## src/rtl/player_hit_manager.sv

```systemverilog
// player_hit_manager: turns the collision level into game state.
// Tracks lives, runs a frame-counted invincibility window after each hit,
// drives the sprite blink enable and raises game_over at zero lives.
// Optional feature macro: EXTRA_LIFE_EN adds the extra_life input.
module player_hit_manager #(
    parameter int LIVES_INIT    = 3,
    parameter int LIFE_W        = 2,
    parameter int INVULN_FRAMES = 120,
    parameter int INV_W         = 7,
    parameter int BLINK_SHIFT   = 3
) (
    input  logic              clk,
    input  logic              rst,
    input  logic              frame_tick,
    input  logic              collision,
    input  logic              restart,
`ifdef EXTRA_LIFE_EN
    input  logic              extra_life,
`endif
    output logic [LIFE_W-1:0] lives,
    output logic              invincible,
    output logic              player_visible,
    output logic              hit_pulse,
    output logic              game_over
);

    typedef enum logic [1:0] {
        ST_ALIVE  = 2'd0,
        ST_INVULN = 2'd1,
        ST_OVER   = 2'd2
    } state_t;

    localparam logic [LIFE_W-1:0] LIVES_RELOAD = LIFE_W'(LIVES_INIT);
    localparam logic [LIFE_W-1:0] LIVES_MAX    = {LIFE_W{1'b1}};
    localparam logic [LIFE_W-1:0] LIVES_ONE    = LIFE_W'(1);
    localparam logic [INV_W-1:0]  INV_LOAD     = INV_W'(INVULN_FRAMES);
    localparam logic [INV_W-1:0]  INV_ONE      = INV_W'(1);

    state_t             state_q, state_d;
    logic [LIFE_W-1:0]  lives_q, lives_d;
    logic [INV_W-1:0]   inv_cnt_q, inv_cnt_d;
    logic               invincible_q, invincible_d;
    logic               player_visible_q, player_visible_d;
    logic               hit_pulse_q, hit_pulse_d;
    logic               game_over_q, game_over_d;
    logic               extra_life_w;

`ifdef EXTRA_LIFE_EN
    assign extra_life_w = extra_life;
`else
    assign extra_life_w = 1'b0;
`endif

    // State register: FSM state, lives and invincibility counter
    always_ff @(posedge clk or negedge rst) begin
        if (!rst) begin
            state_q   <= ST_ALIVE;
            lives_q   <= LIVES_RELOAD;
            inv_cnt_q <= '0;
        end else begin
            state_q   <= state_d;
            lives_q   <= lives_d;
            inv_cnt_q <= inv_cnt_d;
        end
    end

    // Next-state logic: hits, invincibility countdown, restart and extra lives
    always_comb begin
        state_d   = state_q;
        lives_d   = lives_q;
        inv_cnt_d = inv_cnt_q;
        if (restart) begin
            // restart wins over everything, including a same-cycle collision
            state_d   = ST_ALIVE;
            lives_d   = LIVES_RELOAD;
            inv_cnt_d = '0;
        end else begin
            case (state_q)
                ST_ALIVE: begin
                    if (collision) begin
                        if (extra_life_w) begin
                            // extra life cancels the decrement; never a game over
                            state_d   = ST_INVULN;
                            inv_cnt_d = INV_LOAD;
                        end else if (lives_q <= LIVES_ONE) begin
                            lives_d = '0;
                            state_d = ST_OVER;
                        end else begin
                            lives_d   = lives_q - LIVES_ONE;
                            state_d   = ST_INVULN;
                            inv_cnt_d = INV_LOAD;
                        end
                    end else if (extra_life_w && lives_q != LIVES_MAX) begin
                        lives_d = lives_q + LIVES_ONE;
                    end
                end
                ST_INVULN: begin
                    if (extra_life_w && lives_q != LIVES_MAX) begin
                        lives_d = lives_q + LIVES_ONE;
                    end
                    if (frame_tick) begin
                        if (inv_cnt_q <= INV_ONE) begin
                            inv_cnt_d = '0;
                            state_d   = ST_ALIVE;
                        end else begin
                            inv_cnt_d = inv_cnt_q - INV_ONE;
                        end
                    end
                end
                ST_OVER: begin
                    lives_d   = '0;
                    inv_cnt_d = '0;
                end
                default: begin
                    state_d = ST_ALIVE;
                end
            endcase
        end
    end

    // Output logic: registered outputs reflect the state being entered
    always_comb begin
        hit_pulse_d    = !restart && (state_q == ST_ALIVE) && collision;
        invincible_d   = (state_d == ST_INVULN);
        game_over_d    = (state_d == ST_OVER);
        if (state_d == ST_INVULN) begin
            player_visible_d = ~inv_cnt_d[BLINK_SHIFT];
        end else begin
            player_visible_d = (state_d != ST_OVER);
        end
    end

    // Output registers
    always_ff @(posedge clk or negedge rst) begin
        if (!rst) begin
            invincible_q     <= 1'b0;
            player_visible_q <= 1'b1;
            hit_pulse_q      <= 1'b0;
            game_over_q      <= 1'b0;
        end else begin
            invincible_q     <= invincible_d;
            player_visible_q <= player_visible_d;
            hit_pulse_q      <= hit_pulse_d;
            game_over_q      <= game_over_d;
        end
    end

    assign lives          = lives_q;
    assign invincible     = invincible_q;
    assign player_visible = player_visible_q;
    assign hit_pulse      = hit_pulse_q;
    assign game_over      = game_over_q;

endmodule

```

## config.mk

```make
export PLATFORM = sky130hd
export DESIGN_NAME = player_hit_manager
export DESIGN_NICKNAME = d
export VERILOG_FILES = /design/src/rtl/player_hit_manager.sv
export SDC_FILE = /design/constraint.sdc
export NUM_CORES = 1
export LEC_CHECK = 0
export ABC_CLOCK_PERIOD_IN_PS = 1910
export CAP_MARGIN = 20
export CORE_MARGIN = 1.5
export CORE_UTILIZATION = 54
export DETAILED_ROUTE_END_ITERATION = 7
export PLACE_DENSITY = 0.85
export SETUP_SLACK_MARGIN = 0.05
export SYNTH_ARGS = -nofsm -noshare
export SYNTH_HDL_FRONTEND = slang
export SYNTH_SLANG_ARGS = --single-unit
export TNS_END_PERCENT = 10
```

## constraint.sdc

```tcl
create_clock -name clk -period 1.91 [get_ports clk]
set_clock_uncertainty 0.05 [all_clocks]
set_input_delay 0.382 -clock clk [delete_from_list [all_inputs] [get_ports clk]]
set_output_delay 0.382 -clock clk [all_outputs]
set_load 0.005 [all_outputs]
```

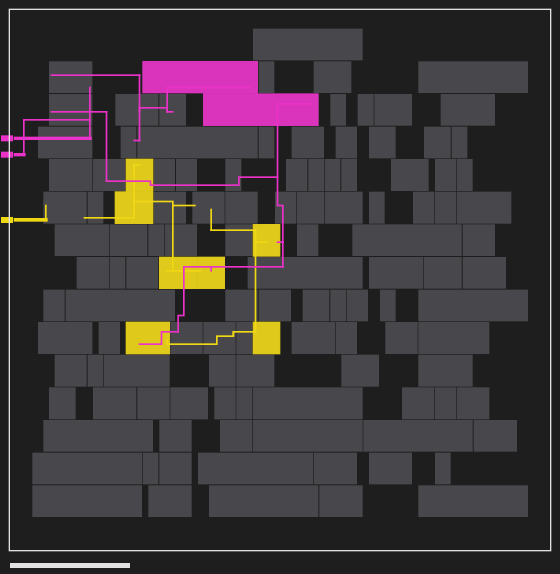
(run_1/port_trees.png)
The bar under the picture is 10 µm long.
- lives: magenta (bits 2; direction output; end cells 2; wire 107 µm)
- collision: yellow (bits 1; direction input; end cells 7; wire 50.0 µm)

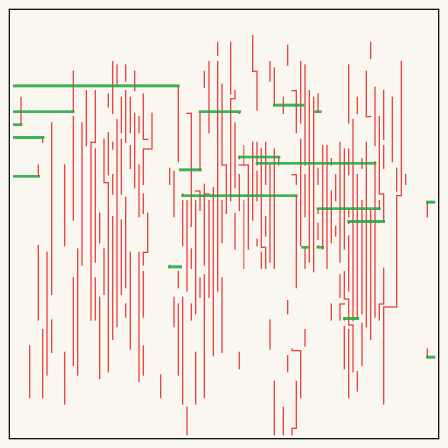
(run_1/layers.png)
Only two layers are drawn.
- M3: green (wire length 82.1 µm)
- M2: red (wire length 1,140 µm)

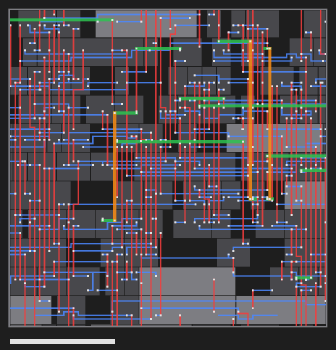
(run_1/closeup.png)
The bar under the picture is 10 µm long. Region (8, 8) to (38, 38) µm. Cells in gray, sequential cells in the stronger gray; small squares are vias.
- M4: orange
- M2: red
- M3: green
- M1: blue
- sequential cells in the window: 5
- netlist names of flops here include: inv_cnt_q (3)
- most frequent: buf_4 (11), nor2_1 (7), o21ai_0 (6)
- cells with their middle in the window: 84

run 1: stage by stage:
stage,setup WS [ps],area (µm²),power (mW),hold slack (ps),setup TNS [ps]
2_1_floorplan,182,955,1.08,36.4,0
3_3_place_gp,-63.8,1170,1.37,442,-194
4_1_cts,56.5,1200,1.59,339,0
3_5_place_dp,-116,1170,1.41,445,-429
5_1_grt,5.00,1220,1.76,346,0
6_report,68.5,1220,1.64,327,0
run 1: synth_stat cells (2+ instances only):
cell type / number / area share (%)
nor3b_1: 2 / 1.6
nand2_1: 7 / 2.8
dfstp_2: 3 / 8.3
and3_1: 3 / 2.0
a21oi_1: 3 / 1.6
nand3_1: 3 / 1.6
o21ai_0: 7 / 3.7
ha_1: 7 / 9.2
dfrtp_1: 12 / 31
nor2_1: 9 / 3.5
inv_1: 6 / 2.4
nand4_1: 3 / 2.0
a22o_1: 2 / 1.8
run 1: power groups by stage:
stage          registers [mW]  logic, mW  clock network, mW
2_1_floorplan           0.512      0.570                  0
3_3_place_gp            0.516      0.856                  0
3_5_place_dp            0.516      0.891                  0
4_1_cts                 0.512      0.895              0.186
5_1_grt                 0.526       1.04              0.199
6_report                0.512      0.949              0.180
run 1: cell families (layout without fill, tap and decap cells):
| kind of cell | Yosys count | after routing |
|---|---|---|
| and+or+nand+nor | 40 | 40 |
| AOI/OAI and AO/OA | 24 | 24 |
| DFF | 15 | 15 |
| adders and majority gates | 7 | 7 |
| buffers and inverters | 7 | 34 |
| xor gates and xnor gates | 1 | 1 |
| muxes | 1 | 1 |
run 1: routing by layer:
| layer | vias up | part of all wire [%] |
|---|---|---|
| met5 | - | 0 |
| met2 | 27 | 53 |
| met3 | 6 | 3.8 |
| li1 | 396 | - |
| met1 | 406 | 41 |
| met4 | 0 | 1.8 |
==> flow_summary_export.csv, run 1 <==
group,metric,value,unit
outcome,outcome,"finished clean",
global_routing,first_global_vias,847,
clock_tree,clockRootBuffer,"clkbuf_4",
clock_tree,htreeDepth,1,
timing,min_period,1840,ps
setup_path,path_buffers,1,
timing,slew_headroom,73.4,%
global_routing,grt_pass1_wl,3520,µm
setup_path,crit_family,"flip-flops",
global_routing,grt_max_degree,10,
clock_tree,cts.sinks,15,
die,core_area,1690,µm²
cells_and_area,n_sequential_cell,15,
synthesis,ys_sh_mux,1.05,%
pwr,clkPwrFrac,11.0,%
timing,drv_slew,0,
pwr,power.net_switching,0.662,mW
cells_and_area,clkCellAreaFrac,2.25,%
global_routing,grt-ovfl-total,0,
setup_path,r2r_start,"state_q[0]$_DFF_PN0_",
cells_and_area,largest_register,"inv_cnt_q",
synthesis,ys_sh_simple,24.9,%
pwr,p_leak,0.574,nW
clock_tree,insertion_delay,280,ps
global_routing,met2_usage,44.6,%
cells_and_area,largest_register_ffs,7,
global_routing,use_met1,28.5,%
setup_path,crit_required,1480,ps
cells_and_area,seqCellArea,379,µm²
route,viasPerCell,6.01,
cells_and_area,nNonClkBuffers,24,
setup_path,cpMaxStageDelayCell,"dfstp_2",
timing,setup_viol,0,
synthesis,ys.flops,15,
clock_tree,cts_buffers,3,
synthesis,xor_share,0.917,%
synthesis,async_reset_ff_share,100,%
setup_path,worst_ep_arrival_time,1410,ps
synthesis,synth_nets,107,
global_routing,grt-busiest-layer,"met2",
clock_tree,cts_tree,"built",
placement,dp_cells,135,
die,ios,11,
cells_and_area,num-fill-cells,127,
pwr,ir_worst_vdd,0.766,mV
setup_path,crit_start,"lives[1]$_DFFE_PN1P_",
global_routing,grtUsageTotal,24.3,%
setup_path,setup.worst_path.end_class,"output port",
cells_and_area,comb_share,46.5,%
synthesis,syn-cell-area,955,µm²
pwr,comb_power_share,57.8,%
setup_path,path_depth,1,
route,vias,835,
setup_path,cp-start-kind,"flip-flop",
route,routed_wl,2140,µm
clock_tree,ctsResizeCount,0,
synthesis,yosysSeqAreaShare,39.7,%
synthesis,compound_area_share,20.7,%
route,drc,0,
die,fp.dieW,45.0,µm
global_routing,antenna_found_initial,0,
die,chip_area,2030,µm²
synthesis,edf_count,0,
pwr,swShare,40.4,%
route,routedWlPerCell,15.4,µm
timing,worst_pin_slew,393,ps
global_routing,gr-usage-met3,3.60,%
route,dr.first_iter.drc_count,9,
synthesis,synth_cell_types,41,
die,rows,15,
cells_and_area,largestClassByArea,"logic gates",
route,drtAntennaViolNets,0,
pwr,powerDensity,1340,nW/µm²
--- run 2 (diff from run 1) ---
--- a/config.mk
+++ b/config.mk
@@ -15,4 +15,4 @@
 export SYNTH_ARGS = -nofsm -noshare
 export SYNTH_HDL_FRONTEND = slang
 export SYNTH_SLANG_ARGS = --single-unit
-export TNS_END_PERCENT = 10
+export TNS_END_PERCENT = 50
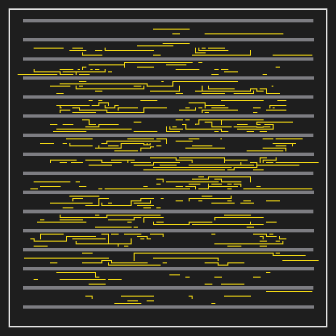
(run_2/m1.png)
Supply wires on this layer in gray.
- share of all routed wire: 42%
- longest straight run: 19.8 µm
- wire length on this layer: 905 µm

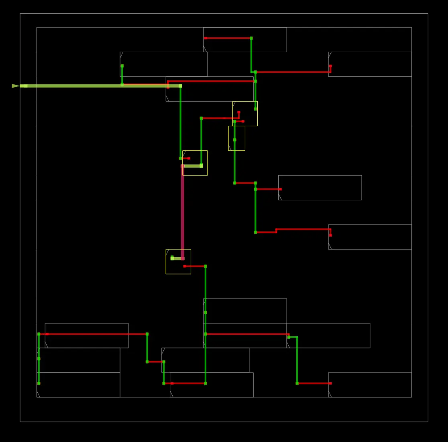
(run_2/clock_nets.png)
Late-Pin Clk Latency: 280 ps
clock sink count: 15
Clk power: 0.182 mW

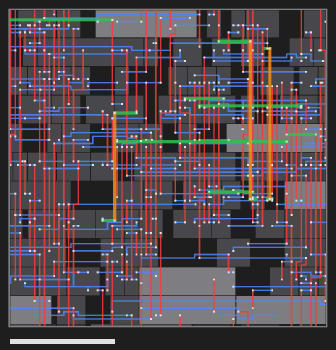
(run_2/closeup.png)
The bar under the picture is 10 µm long. Region (8, 8) to (38, 38) µm. Cells in gray, sequential cells in the stronger gray; small squares are vias.
- M4: orange
- M3: green
- M1: blue
- M2: red
- most frequent: buf_4 (11), nor2_1 (7)
- netlist names of flops here include: inv_cnt_q (3)
- cells with their middle in the window: 83
- sequential cells in the window: 5

==> run 2 against run 1 <==
- sequential cell count did not move
- via count shrank 1.4%
- clock power about the same
- sequential share of layout area decreased by 0.063 points
- first-iteration DRC count increased by 56%
- synthesized area stayed put
- synthesized cell count unchanged
- critical endpoint unchanged
- hold slack worse by 0.96 ps
- non-clock buffer count is the same
- setup slack got worse by 7.0 ps
- combinational power increased by 0.7%
- highest routed layer unchanged
- sequential power about the same
==> flow_summary_export.csv, run 2 <==
group,metric,value,unit
clock_tree,cts_hold_buf,0,
clock_tree,cts_buffers,3,
pwr,finalPower,1.65,mW
cells_and_area,finalInstanceArea,1230,µm²
global_routing,grt-ovfl-total,0,
synthesis,topCellsByArea,"dfrtp_1 31%, ha_1 9.2%, dfstp_2 8.3%",
synthesis,synthCells,95,
route,routed_wl,2170,µm
synthesis,ys.flops,15,
pwr,comb_power_share,57.9,%
cells_and_area,fin_util,72.7,%
run,cap_violations,0,
pwr,power.net_switching,0.671,mW
synthesis,top_cells_by_count,"12 x dfrtp_1, 9 x nor2_1, 7 x ha_1, 7 x nand2_1, 7 x o21ai_0",
die,chipHeight,45.0,µm
die,initCoreUtil,56.5,%
die,chip_area,2030,µm²
synthesis,synth_area_per_cell,10.0,µm²
global_routing,grtUsageTotal,24.3,%
setup_path,setup.worst_path.end_class,"output port",
setup_path,crit_family,"flip-flops",
clock_tree,post_cts_buffers,0,
cells_and_area,diodes,0,
placement,placed_area,1170,µm²
synthesis,most_common_cell,"dfrtp_1",
die,fp.dieW,45.0,µm
cells_and_area,final_cell_mix,"14 x buf_4, 12 x dfrtp_1, 10 x clkdlybuf4s50_1",
clock_tree,ctsResizeCount,0,
timing,setup_ws,61.6,ps
placement,io_buffers,10,
timing,drv_slew,0,
synthesis,synth_cell_types,41,
cells_and_area,lay_top_count,"buf_4",
placement,gp_congestion,0.875,
route,routedWlPerCell,15.6,µm
hold_path,hp-class,"in -> async",
global_routing,grt_pass1_wl,3520,µm
pwr,power_frac_seq,31.1,%
setup_path,crit_required,1480,ps
clock_tree,clockRootBuffer,"clkbuf_4",
die,ios,11,
setup_path,r2r_slack,100,ps
timing,fmax,0.541,GHz
global_routing,first_global_vias,847,
timing,finalSetupTns,0,ps
cells_and_area,num-fill-cells,128,
timing,finalCritPeriodShare,96.8,%
setup_path,worst_ep_arrival_time,1420,ps
pwr,swShare,40.6,%
global_routing,antenna_found_initial,0,
synthesis,edf_count,0,
clock_tree,cts_tree,"built",
pwr,ir_worst_vdd,0.766,mV
run,warning_count,32,
synthesis,syn-cell-area,955,µm²
cells_and_area,seqCellArea,379,µm²
placement,dp_slack,-116,ps
timing,worst_pin_slew,401,ps
placement,detailed_place_hpwl,1690,µm
die,rows,15,
outcome,outcome,"finished clean",
setup_path,cp-start-kind,"flip-flop",
synthesis,async_reset_ff_share,100,%
timing,min_period,1850,ps
clock_tree,htreeDepth,1,
cells_and_area,area_growth,28.6,%
cells_and_area,largest_register_ffs,7,
pwr,p_leak,0.573,nW
timing,rsz0062_at_grt,"yes",
route,dr.pass1.iters,4,
setup_path,path_buffers,1,
cells_and_area,fin_nets,135,
cells_and_area,largest_register,"inv_cnt_q",
synthesis,yosys_cells,95,
synthesis,flop_cell,"dfrtp_1",
setup_path,r2r_start,"state_q[0]$_DFF_PN0_",
route,viasPerCell,5.92,
synthesis,top_area_share,31.5,%
pwr,p_int,0.981,mW
global_routing,grt_max_degree,10,
clock_tree,clk_pin_slew_worst_paths,100,ps
timing,slew_headroom,72.9,%
timing,whs,326,ps
die,core_area,1690,µm²
synthesis,synth_nets,107,
route,drtAntennaViolNets,0,
setup_path,rr_endpoint,"inv_cnt_q[4]$_DFFE_PN0P_",
cells_and_area,fin_cells,139,
timing,setup_viol,0,
cells_and_area,drive_above_1_share,30.3,%
synthesis,yosysSeqAreaShare,39.7,%
placement,dp_cells,135,
setup_path,worstPathCellList,"clkdlybuf4s50_1",
pwr,clkPwrFrac,11.0,%
synthesis,yosys_area,955,µm²
pwr,powerDensity,1350,nW/µm²
setup_path,cpMaxStageDelayCell,"dfstp_2",
route,dr.first_iter.drc_count,14,
route,vias,823,
cells_and_area,logic_area,572,µm²
setup_path,cp_slowest_stage_delay,610,ps
clock_tree,clockBufferDepth,2,
setup_path,ff2ff_path_depth,6,
synthesis,yosysTopAreaCell,"dfrtp_1",
setup_path,worstPathMaxFanout,6,
timing,hold_violations,0,
setup_path,worstSetupPathType,"reg -> out",
route,drc,0,
synthesis,yosysWarnings,0,
## run 2: cell families (layout without fill, tap and decap cells)
family / Yosys count / in the layout / synth area share [%]
simple gates: 40 / 40 / 24.9
compound gates: 24 / 24 / 20.7
flops: 15 / 15 / 39.7
fa+ha+maj: 7 / 7 / 9.17
buf+inv: 7 / 34 / 3.54
xor+xnor: 1 / 1 / 0.918
mux: 1 / 1 / 1.05
## run 2: final cells by class
cell class,instances,area share (%)
multi-input cells,73,46.6
flip-flops and latches,15,30.9
repair buffers,24,16.7
clock buffers,3,1.83
inverters,6,1.83
well taps,17,1.73
clock inverters,1,0.408
## run 2: power by group through the flow
stage / logic, mW / registers, mW / clock network, mW
after detailed placement: 0.891 / 0.516 / 0
after global placement: 0.856 / 0.516 / 0
after floorplan: 0.570 / 0.512 / 0
final: 0.956 / 0.513 / 0.182
after CTS: 0.895 / 0.512 / 0.186
after global routing: 1.05 / 0.526 / 0.199
## run 2: worst max path at each step
stage	startpoint	endpoint	depth (start not counted)
6_report	lives[1]$_DFFE_PN1P_	lives[1]	1
5_1_grt	state_q[1]$_DFF_PN0_	inv_cnt_q[2]$_DFFE_PN0P_	7
4_1_cts	state_q[1]$_DFF_PN0_	player_visible$_DFF_PN1_	7
3_5_place_dp	frame_tick	player_visible$_DFF_PN1_	6
3_3_place_gp	frame_tick	inv_cnt_q[2]$_DFFE_PN0P_	6
2_1_floorplan	state_q[0]$_DFF_PN0_	inv_cnt_q[4]$_DFFE_PN0P_	7
## run 2: routing by layer
layer	up-vias	GRT usage [%]	wire, µm
li1	397	-	-
met4	0	8.24	39
met1	397	28.5	905
met3	6	3.60	74
met5	-	0	0
met2	23	44.6	1150
Power figures rest on the tool's default switching activity, not on a simulated workload.
